`src/rtl/tmr_fault_injector.sv`:
```
// Fault-injection campaign controller: flips one DUT net for a programmed window
// and measures whether and when the DUT's error sink reports it.
module tmr_fault_injector #(
  parameter int N_TARGETS = 8,
  parameter int TGT_W     = $clog2(N_TARGETS),
  parameter int CNT_W     = 16
) (
  input  logic                 clk_i,
  input  logic                 rst_ni,
  input  logic                 start_i,
  input  logic [TGT_W-1:0]     target_i,
  input  logic [CNT_W-1:0]     delay_i,
  input  logic [CNT_W-1:0]     duration_i,
  input  logic [CNT_W-1:0]     timeout_i,
  input  logic                 err_i,
  output logic [N_TARGETS-1:0] flip_o,
  output logic                 busy_o,
  output logic                 done_o,
  output logic                 detected_o,
  output logic                 timeout_o,
  output logic                 spurious_o,
  output logic [CNT_W-1:0]     latency_o
);

  typedef enum logic [2:0] {IDLE, DELAY, INJECT, WAIT_ERR, DONE} state_e;

  state_e               state_q, state_d;
  logic [TGT_W-1:0]     tgt_q, tgt_d;
  logic [CNT_W-1:0]     dur_q, dur_d;
  logic [CNT_W-1:0]     tmo_q, tmo_d;
  logic [CNT_W-1:0]     cnt_q, cnt_d;
  logic [CNT_W-1:0]     lat_q, lat_d;
  logic [CNT_W-1:0]     latency_q, latency_d;
  logic                 detected_q, detected_d;
  logic                 timeout_q, timeout_d;
  logic                 spurious_q, spurious_d;
  logic [N_TARGETS-1:0] flip_q, flip_d;
  logic [N_TARGETS-1:0] onehot;
  logic                 cnt_zero, err_hit;

  assign cnt_zero = (cnt_q == '0);
  // Only the first error after injection starts counts as a detection.
  assign err_hit  = err_i && !detected_q &&
                    (state_q == INJECT || state_q == WAIT_ERR);

  // Out-of-range targets match no bit, so the mask stays zero.
  always_comb begin
    onehot = '0;
    for (int i = 0; i < N_TARGETS; i++)
      if (tgt_q == TGT_W'(i)) onehot[i] = 1'b1;
  end

  always_ff @(posedge clk_i or negedge rst_ni) begin
    if (!rst_ni) state_q <= IDLE;
    else         state_q <= state_d;
  end

  always_comb begin
    state_d = state_q;
    unique case (state_q)
      IDLE:     if (start_i) state_d = DELAY;
      DELAY:    if (cnt_zero) state_d = INJECT;
      INJECT:   if (cnt_zero) state_d = (detected_q || err_i) ? DONE : WAIT_ERR;
      WAIT_ERR: if (err_i || lat_q >= tmo_q) state_d = DONE;
      DONE:     state_d = IDLE;
      default:  state_d = IDLE;
    endcase
  end

  always_comb begin
    tgt_d      = tgt_q;
    dur_d      = dur_q;
    tmo_d      = tmo_q;
    cnt_d      = cnt_q;
    lat_d      = lat_q;
    latency_d  = latency_q;
    detected_d = detected_q;
    timeout_d  = timeout_q;
    spurious_d = spurious_q;
    flip_d     = (state_d == INJECT) ? onehot : '0;

    unique case (state_q)
      IDLE: if (start_i) begin
        tgt_d      = target_i;
        dur_d      = (duration_i == '0) ? CNT_W'(1) : duration_i;
        tmo_d      = timeout_i;
        cnt_d      = delay_i;
        latency_d  = '0;
        detected_d = 1'b0;
        timeout_d  = 1'b0;
        spurious_d = 1'b0;
      end
      DELAY: begin
        if (err_i) spurious_d = 1'b1;
        lat_d = '0;
        cnt_d = cnt_zero ? dur_q - CNT_W'(1) : cnt_q - CNT_W'(1);
      end
      INJECT: if (!cnt_zero) cnt_d = cnt_q - CNT_W'(1);
      WAIT_ERR: if (!err_i && lat_q >= tmo_q) begin
        timeout_d = 1'b1;
        latency_d = lat_q;
      end
      default: ;
    endcase

    if ((state_q == INJECT || state_q == WAIT_ERR) && lat_q != '1)
      lat_d = lat_q + CNT_W'(1);
    if (err_hit) begin
      detected_d = 1'b1;
      latency_d  = lat_q;
    end
  end

  always_ff @(posedge clk_i or negedge rst_ni) begin
    if (!rst_ni) begin
      tgt_q      <= '0;
      dur_q      <= '0;
      tmo_q      <= '0;
      cnt_q      <= '0;
      lat_q      <= '0;
      latency_q  <= '0;
      detected_q <= 1'b0;
      timeout_q  <= 1'b0;
      spurious_q <= 1'b0;
      flip_q     <= '0;
    end else begin
      tgt_q      <= tgt_d;
      dur_q      <= dur_d;
      tmo_q      <= tmo_d;
      cnt_q      <= cnt_d;
      lat_q      <= lat_d;
      latency_q  <= latency_d;
      detected_q <= detected_d;
      timeout_q  <= timeout_d;
      spurious_q <= spurious_d;
      flip_q     <= flip_d;
    end
  end

  always_comb begin
    busy_o     = (state_q != IDLE);
    done_o     = (state_q == DONE);
    flip_o     = flip_q;
    detected_o = detected_q;
    timeout_o  = timeout_q;
    spurious_o = spurious_q;
    latency_o  = latency_q;
  end

endmodule

```
`config.mk`:
```
export PLATFORM = sky130hd
export DESIGN_NAME = tmr_fault_injector
export DESIGN_NICKNAME = d
export VERILOG_FILES = /design/src/rtl/tmr_fault_injector.sv
export SDC_FILE = /design/constraint.sdc
export NUM_CORES = 1
export LEC_CHECK = 0
export CORE_MARGIN = 8
export CORE_UTILIZATION = 58
export DETAILED_ROUTE_END_ITERATION = 10
export GPL_ROUTABILITY_DRIVEN = 0
export GPL_TIMING_DRIVEN = 0
export PLACE_DENSITY = 0.85
export SLEW_MARGIN = 5
export SYNTH_ARGS = -nofsm -noshare
export SYNTH_HDL_FRONTEND = slang
export SYNTH_SLANG_ARGS = --single-unit
export TNS_END_PERCENT = 30
```
`constraint.sdc`:
```
create_clock -name clk_i -period 6.2 [get_ports clk_i]
set_input_delay 1.55 -clock clk_i [delete_from_list [all_inputs] [get_ports clk_i]]
set_output_delay 1.55 -clock clk_i [all_outputs]
set_load 0.05 [all_outputs]
```
==> results.py <==
# Synthesis and PnR figures
metrics = {
    "sta": {
        "worst_slack_ns": 2.47,
        "fin_hold_ws_ns": 0.514,
        "slew_headroom_pct": 48.3,
    },
    "clock_network": {
        "cts_resized": 0,
        "clock_path_buffers": 2,
        "holdBufCountCts": 0,
        "cts_tree": "yes",
    },
    "synthesis": {
        "logic_family": "simple AND/OR/NAND/NOR gates",
        "ys_sh_xor_pct": 2.33,
        "mux_share_pct": 3.24,
        "netlist_top_cells_area": "dfrtp_1 (46%), nand2_1 (8.6%), o21ai_0 (5.1%)",
        "synth_nets": 669,
        "adder_share_pct": 4.52,
    },
    "critical_path": {
        "worstSetupEndpoint": "busy_o",
        "worst_setup_path_startpoint": "state_q[0]$_DFF_PN0_",
        "endpoint_kind": "output port",
        "start_kind": "flop",
        "path_delay_family": "buffers and inverters",
        "ff2ff_path_depth": 9,
    },
    "power": {
        "leakage_nw": 2.82,
        "power_mw": 2.17,
        "p_clk_mw": 0.461,
        "power_leader": "sequential cells",
        "switchingPower_mw": 0.815,
    },
    "detailed_routing": {
        "drt_pass1_iterations": 4,
        "drc_errors": 0,
        "wl_met3_um": 878,
        "met1Wirelength_um": 5650,
        "totalWireLength_um": 13800,
        "ant_nets": 0,
    },
    "cells_and_area": {
        "regArea_mm2": 0.00243,
        "drive_gt1_share_pct": 5.18,
        "nMultiInputCombCells": 433,
        "clkbuf_count": 10,
        "largestClassByArea": "logic gates",
    },
    "floorplanning": {
        "die_w_um": 111,
    },
    "outcome": {
        "outcome": "finished, final reports clean",
    },
    "global_routing": {
        "grt_pass1_wl_um": 23400,
    },
}
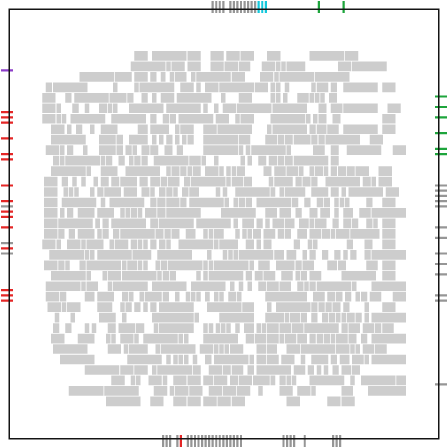
pinout.png
Pins as bars across the die edge, other pins in gray.
Green marks `flip_o`, pins 8, direction output, edge 6 east, 2 north. Red marks `timeout_i`, pins 16, direction input, edge 15 west, 1 south. Cyan marks `target_i`, pins 3, direction input, edge north. Purple marks `clk_i`, pins 1, direction input, edge west.
All pins by edge: 29 south, 19 east, 19 west, 17 north.

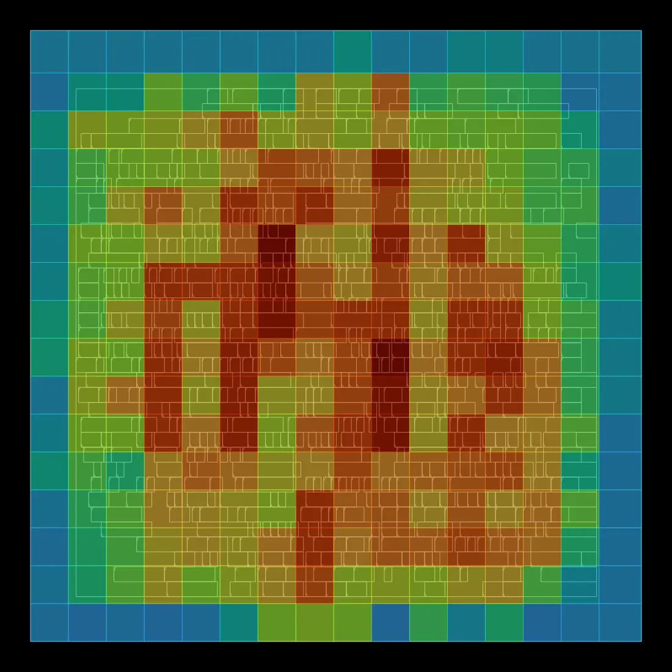
congestion_map.png
GRT met2 Usage: 40.3%
WL/cell: 17.2 µm
GRT Max-Usage Layer: met2
fin util: 73.8%

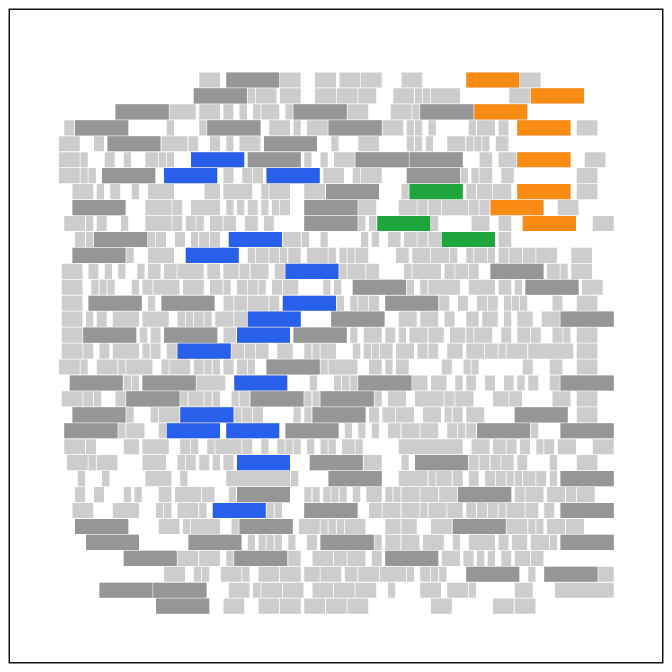
ff_map.png
Other sequential cells in the stronger gray, the rest of the logic in the fainter gray.
Blue marks `lat_q`, placed flops 16. Green marks `state_q`, placed flops 3. Orange marks `flip_o`, placed flops 8, where north-east.

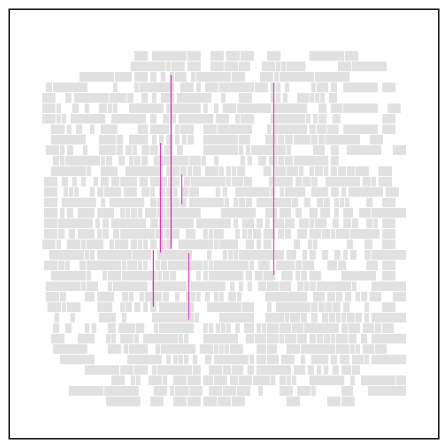
m4.png
The wires run mostly vertical. 4 nets have wire on it. The longest straight run is 49.6 µm. The layer carries 162 µm of wire.

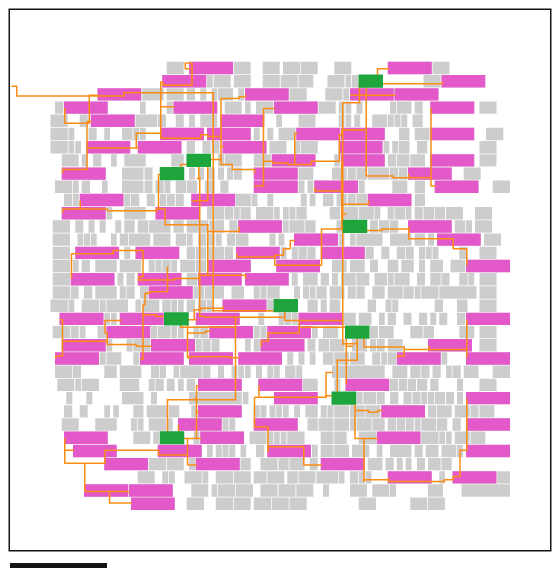
clock_wires.png
Scale bar: 20 µm.
Green marks clock-net drivers, count 9. Orange marks clock wires, length 1200 µm. Magenta marks flip-flops, count 97.
Position of the flops: widely spread. There are 10 routed clock nets.

No activity file was given, so power comes from the tool's default toggle rates.
